placed.png
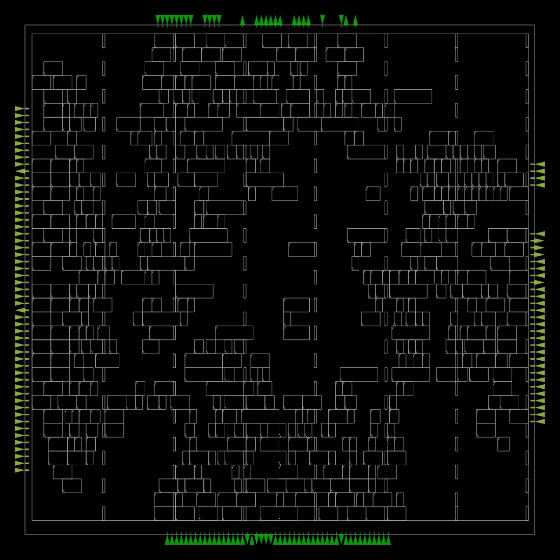
layers.png
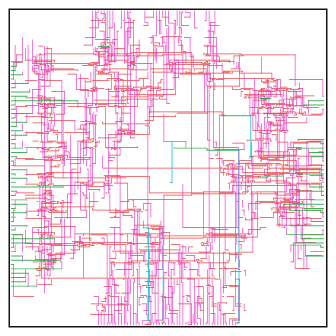
File: src/rtl/loa_adder_arbiter.sv
`default_nettype none
// ============================================================================
//  Module   : loa_adder_arbiter (plus helper loa_adder)
//  Purpose  : Shares one lower-part-OR approximate adder among NUM_REQ
//             requesters. Arbitration is round-robin with valid/ready
//             handshakes. The sum is registered in a one-entry result stage
//             together with the ID of the requester that produced it.
//  Ports    : clk, rst            - clock, synchronous active-high reset
//             req_valid/req_ready - per-requester handshake (one-hot ready)
//             req_a/req_b         - packed operands, requester i at
//                                   [i*ADDER_LENGTH +: ADDER_LENGTH]
//             res_valid/res_ready - result handshake
//             res_sum/res_id      - registered LOA sum and its requester ID
//             busy                - result pending or any request pending
//             stats_clr/grant_cnt - only when LOA_ARB_STATS_EN is defined:
//                                   synchronous counter clear and per-
//                                   requester saturating 16-bit grant counts
//  Options  : `define LOA_ARB_STATS_EN to add the grant counters
//  Revision : 1.0 - initial release
// ============================================================================

// Lower-part-OR adder: the low IMPRECISE_PART bits are a|b. The upper part
// is an exact add whose carry-in is the AND of the top imprecise bits.
module loa_adder #(
  parameter int ADDER_LENGTH   = 16,
  parameter int IMPRECISE_PART = 8
) (
  input  logic [ADDER_LENGTH-1:0] a,
  input  logic [ADDER_LENGTH-1:0] b,
  output logic [ADDER_LENGTH:0]   sum
);
  localparam int UP_W = ADDER_LENGTH - IMPRECISE_PART;

  logic            w_carry_in;
  logic [UP_W:0]   w_upper;

  assign w_carry_in = a[IMPRECISE_PART-1] & b[IMPRECISE_PART-1];
  assign w_upper    = {1'b0, a[ADDER_LENGTH-1:IMPRECISE_PART]}
                    + {1'b0, b[ADDER_LENGTH-1:IMPRECISE_PART]}
                    + {{UP_W{1'b0}}, w_carry_in};
  assign sum        = {w_upper, a[IMPRECISE_PART-1:0] | b[IMPRECISE_PART-1:0]};
endmodule

module loa_adder_arbiter #(
  parameter  int NUM_REQ        = 4,
  parameter  int ADDER_LENGTH   = 16,
  parameter  int IMPRECISE_PART = 8,
  localparam int ID_W           = $clog2(NUM_REQ)
) (
  input  logic                            clk,
  input  logic                            rst,
  input  logic [NUM_REQ-1:0]              req_valid,
  output logic [NUM_REQ-1:0]              req_ready,
  input  logic [NUM_REQ*ADDER_LENGTH-1:0] req_a,
  input  logic [NUM_REQ*ADDER_LENGTH-1:0] req_b,
  output logic                            res_valid,
  input  logic                            res_ready,
  output logic [ADDER_LENGTH:0]           res_sum,
  output logic [ID_W-1:0]                 res_id,
  output logic                            busy
`ifdef LOA_ARB_STATS_EN
  ,
  input  logic                            stats_clr,
  output logic [NUM_REQ*16-1:0]           grant_cnt
`endif
);
  // One extra bit so rr_ptr + offset never overflows before the wrap.
  localparam int CW = ID_W + 1;

  typedef enum logic [0:0] {
    ST_EMPTY = 1'b0,
    ST_FULL  = 1'b1
  } state_t;

  state_t                  state_q;
  state_t                  state_d;
  logic [ID_W-1:0]         rr_ptr;
  logic [ID_W-1:0]         w_ptr_next;
  logic                    w_slot_free;
  logic                    w_found;
  logic [ID_W-1:0]         w_gnt_idx;
  logic [CW-1:0]           w_cand;
  logic                    w_grant;
  logic [ADDER_LENGTH-1:0] w_a;
  logic [ADDER_LENGTH-1:0] w_b;
  logic [ADDER_LENGTH:0]   w_sum;

  // The result slot can take a new sum when empty, or when the held sum is
  // leaving this cycle (back-to-back overwrite).
  assign w_slot_free = (state_q == ST_EMPTY) | res_ready;

  // Round-robin search starting at rr_ptr. Depends only on req_valid and
  // rr_ptr, so there is no path from operands to ready.
  always_comb begin
    w_found   = 1'b0;
    w_gnt_idx = '0;
    w_cand    = '0;
    for (int k = 0; k < NUM_REQ; k++) begin
      w_cand = {1'b0, rr_ptr} + CW'(k);
      if (w_cand >= CW'(NUM_REQ)) begin
        w_cand = w_cand - CW'(NUM_REQ);
      end
      if (!w_found && req_valid[w_cand[ID_W-1:0]]) begin
        w_found   = 1'b1;
        w_gnt_idx = w_cand[ID_W-1:0];
      end
    end
  end

  // Ready is forced low during reset so nothing is accepted and then lost.
  assign w_grant = w_found & w_slot_free & ~rst;

  always_comb begin
    req_ready = '0;
    if (w_grant) begin
      req_ready[w_gnt_idx] = 1'b1;
    end
  end

  assign w_ptr_next = (w_gnt_idx == ID_W'(NUM_REQ - 1)) ? '0 : w_gnt_idx + 1'b1;

  // Operand mux feeding the single shared adder.
  assign w_a = req_a[w_gnt_idx*ADDER_LENGTH +: ADDER_LENGTH];
  assign w_b = req_b[w_gnt_idx*ADDER_LENGTH +: ADDER_LENGTH];

  loa_adder #(
    .ADDER_LENGTH   (ADDER_LENGTH),
    .IMPRECISE_PART (IMPRECISE_PART)
  ) u_loa_adder (
    .a   (w_a),
    .b   (w_b),
    .sum (w_sum)
  );

  // Result-stage state register.
  always_ff @(posedge clk) begin
    if (rst) begin
      state_q <= ST_EMPTY;
    end else begin
      state_q <= state_d;
    end
  end

  always_comb begin
    state_d = state_q;
    case (state_q)
      ST_EMPTY: if (w_grant) state_d = ST_FULL;
      ST_FULL:  if (res_ready && !w_grant) state_d = ST_EMPTY;
      default:  state_d = ST_EMPTY;
    endcase
  end

  // Result data and pointer only move on a grant, so a stalled output keeps
  // res_sum/res_id stable and the pointer frozen.
  always_ff @(posedge clk) begin
    if (rst) begin
      res_sum <= '0;
      res_id  <= '0;
      rr_ptr  <= '0;
    end else if (w_grant) begin
      res_sum <= w_sum;
      res_id  <= w_gnt_idx;
      rr_ptr  <= w_ptr_next;
    end
  end

  assign res_valid = (state_q == ST_FULL);
  assign busy      = res_valid | (|req_valid);

`ifdef LOA_ARB_STATS_EN
  generate
    for (genvar i = 0; i < NUM_REQ; i++) begin : g_cnt
      logic [15:0] cnt;
      // Clear wins over a same-cycle increment; counting stops at all-ones.
      always_ff @(posedge clk) begin
        if (rst || stats_clr) begin
          cnt <= '0;
        end else if (req_valid[i] && req_ready[i] && (cnt != 16'hFFFF)) begin
          cnt <= cnt + 16'd1;
        end
      end
      assign grant_cnt[i*16 +: 16] = cnt;
    end
  endgenerate
`endif

endmodule
`default_nettype wire
File: config.mk
export PLATFORM = sky130hd
export DESIGN_NAME = loa_adder_arbiter
export DESIGN_NICKNAME = d
export VERILOG_FILES = /design/src/rtl/loa_adder_arbiter.sv
export SDC_FILE = /design/constraint.sdc
export NUM_CORES = 1
export LEC_CHECK = 0
export ABC_AREA = 1
export CAP_MARGIN = 20
export CELL_PAD_IN_SITES_DETAIL_PLACEMENT = 0
export CELL_PAD_IN_SITES_GLOBAL_PLACEMENT = 1
export CORE_UTILIZATION = 24
export DETAILED_ROUTE_END_ITERATION = 7
export PLACE_DENSITY = 0.95
export SLEW_MARGIN = 10
export SYNTH_ARGS = -nofsm -noshare
export SYNTH_HDL_FRONTEND = slang
export SYNTH_SLANG_ARGS = --single-unit
File: constraint.sdc
create_clock -name clk -period 6.6 [get_ports clk]
set_input_delay 0.99 -clock clk [delete_from_list [all_inputs] [get_ports clk]]
set_output_delay 0.99 -clock clk [all_outputs]
set_load 0.05 [all_outputs]
==> flow_metrics.tcl <==
# metrics dict for downstream scripts
set metrics [dict create \
    yosys.area_share.xor_xnor_pct 1.53 \
    crit_fanout 42 \
    clock_tree_from_tritoncts "yes" \
    row_count 35 \
    final.period_utilization_pct 78.0 \
    synth_cells 392 \
    largest_register_ff_count 17 \
    clock_buffer_count 4 \
    power.static_leakage_nw 1.72 \
    primary_ff_master_synth "sky130_fd_sc_hd__dfxtp_1" \
    internal_portion_of_total_power_mw 0.659 \
    wp_depth 14 \
    detailed_router_s_first_iteration_violation_count 57 \
    cts_sinks 22 \
    outcome "complete, no violations" \
    worstReg2RegEnd "res_sum[16]" \
    muxShareOfSynthArea_pct 0 \
    drtAntennaViolNets 0 \
    seq_cell_power_mw 0.203 \
    seq_area_um2 440 \
    syn_to_final_growth_pct 74.8 \
    post_cts_hold_buffer_count 0 \
    die_height_um 99.7 \
    power.clock.total_mw 0.0976 \
    vias_per_cell 4.57 \
    antennaDiodeCount 0 \
    ff2ff_path_depth 23 \
    power.share.combinational_pct 78.7 \
    fin_worst_skew_ns 0.00464 \
    fin_ws_ns 1.45 \
    timing.hold.worst.start "res_sum[0]" \
    layout_clock_area_share_pct 1.38 \
    root_buffer "sky130_fd_sc_hd__clkbuf_8" \
    floorplan.core_util_pct 24.8 \
    sequentialPowerShare_pct 14.4 \
    ff2ff_setup_slack_ns 2.32 \
    largest_registers_ranked_by_flip_flop_count "res_sum (17), res_id (2), rr_ptr (2)" \
    comb_area_share_pct 40.6 \
    worst-endpoint-arrival_ns 4.16 \
    finish.net_count 687 \
    critPathMaxStageDelay_ns 0.83 \
    worst_setup_path_startpoint "req_valid[3]" \
    coreArea_um2 9240 \
    buf_share_pct 40.3 \
    hpwl_mm 6.44 \
    io_buffer_count 159 \
    drt_pass1_iterations 4 \
    synthesis.nets 540 \
    worstHoldPathCells 2 \
    place_ws_ns 1.41 \
    final-setup-viol-count 0 \
    drc 0 \
    globalplace.congestion 0.832 \
    grt_setup_unrepaired "false" \
    numCtsBuffers 3 \
    timing_worst_slew_pin_value_ns 0.701 \
    yosys_cells 392 \
    final_cell_mix "sky130_fd_sc_hd__clkdlybuf4s50_1 (159), sky130_fd_sc_hd__nand2_1 (106), sky130_fd_sc_hd__nor2_1 (59), sky130_fd_sc_hd__o21ai_0 (41), sky130_fd_sc_hd__nand3_1 (30)" \
    clk_latency_ns 0.26 \
    netSwitchingFraction_pct 53.3 \
    max_freq_ghz 0.194 \
    final.signal_buffer_count 162 \
    worst_path_dominant_cell_family "buffers and inverters" \
    top_layout_cell "sky130_fd_sc_hd__clkdlybuf4s50_1" \
    clk_transition_reported_paths_ns 0.08 \
    synth_top_area_share_pct 19.2 \
    worst_ir_drop_on_vdd_v 0.000141 \
    post_synth_num_cell_types 32 \
    regToRegStartpoint "rr_ptr[0]" \
    yosys.stat.chipArea_um2 2290 \
    worstPathBufferInverterCount 5 \
]
About placed.png:
fillcell total: 969
# Taps: 129
utilization after layout: 43.3%

About layers.png:
green -> M3  # wire length 466 µm
cyan -> M4  # wire length 139 µm
red -> M1  # wire length 3300 µm
magenta -> M2  # wire length 4070 µm
final WL: 7.98 mm
via count: 3047
Avg WL per Cell: 12.0 µm
all-layer global routing usage: 16.3%

==> worst reg2reg max path, stage by stage (launching register included) <==
cell and delay (ns):
sky130_fd_sc_hd__dfxtp_1 0.58, sky130_fd_sc_hd__inv_2 0.14, sky130_fd_sc_hd__nand2_1 0.10, sky130_fd_sc_hd__nand2_2 0.09, sky130_fd_sc_hd__nand2_2 0.08, sky130_fd_sc_hd__nand2_2 0.07
sky130_fd_sc_hd__nor2_4 0.10, sky130_fd_sc_hd__nand3_2 0.10, sky130_fd_sc_hd__nand2_4 0.12, sky130_fd_sc_hd__nand2_2 0.26, sky130_fd_sc_hd__inv_2 0.53, sky130_fd_sc_hd__nand2_1 0.17
sky130_fd_sc_hd__nand3_1 0.11, sky130_fd_sc_hd__nand2_1 0.09, sky130_fd_sc_hd__fa_1 0.41, sky130_fd_sc_hd__inv_1 0.09, sky130_fd_sc_hd__fa_1 0.20, sky130_fd_sc_hd__a21oi_1 0.08
sky130_fd_sc_hd__o21ai_0 0.26, sky130_fd_sc_hd__a21oi_1 0.12, sky130_fd_sc_hd__o21bai_1 0.16, sky130_fd_sc_hd__and2_1 0.16, sky130_fd_sc_hd__o21ai_0 0.08, sky130_fd_sc_hd__a21oi_1 0.12
==> layer usage <==
layer  GRT usage, %  wire length, µm  up-vias  share of wire, %
met5              0                0        -                 0
met4           4.86              139        0               1.7
met3           2.39              465       10               5.8
met2           32.1             4070      104                51
met1           17.7             3300     1351                41
li1               -                -     1582                 -
==> per-stage QoR <==
stage / cells / area, µm² / util (%) / power (mW)
final: 667 / 4000 / 43.3 / 1.41
after global routing: 667 / 4000 / 43.3 / 1.57
after CTS: 667 / 4000 / 43.3 / 1.44
after global placement: 663 / 3950 / 42.7 / 1.31
after floorplan: 392 / 2290 / - / 1.03
after detailed placement: 663 / 3950 / 42.7 / 1.33
No activity file was given, so power comes from the tool's default toggle rates.
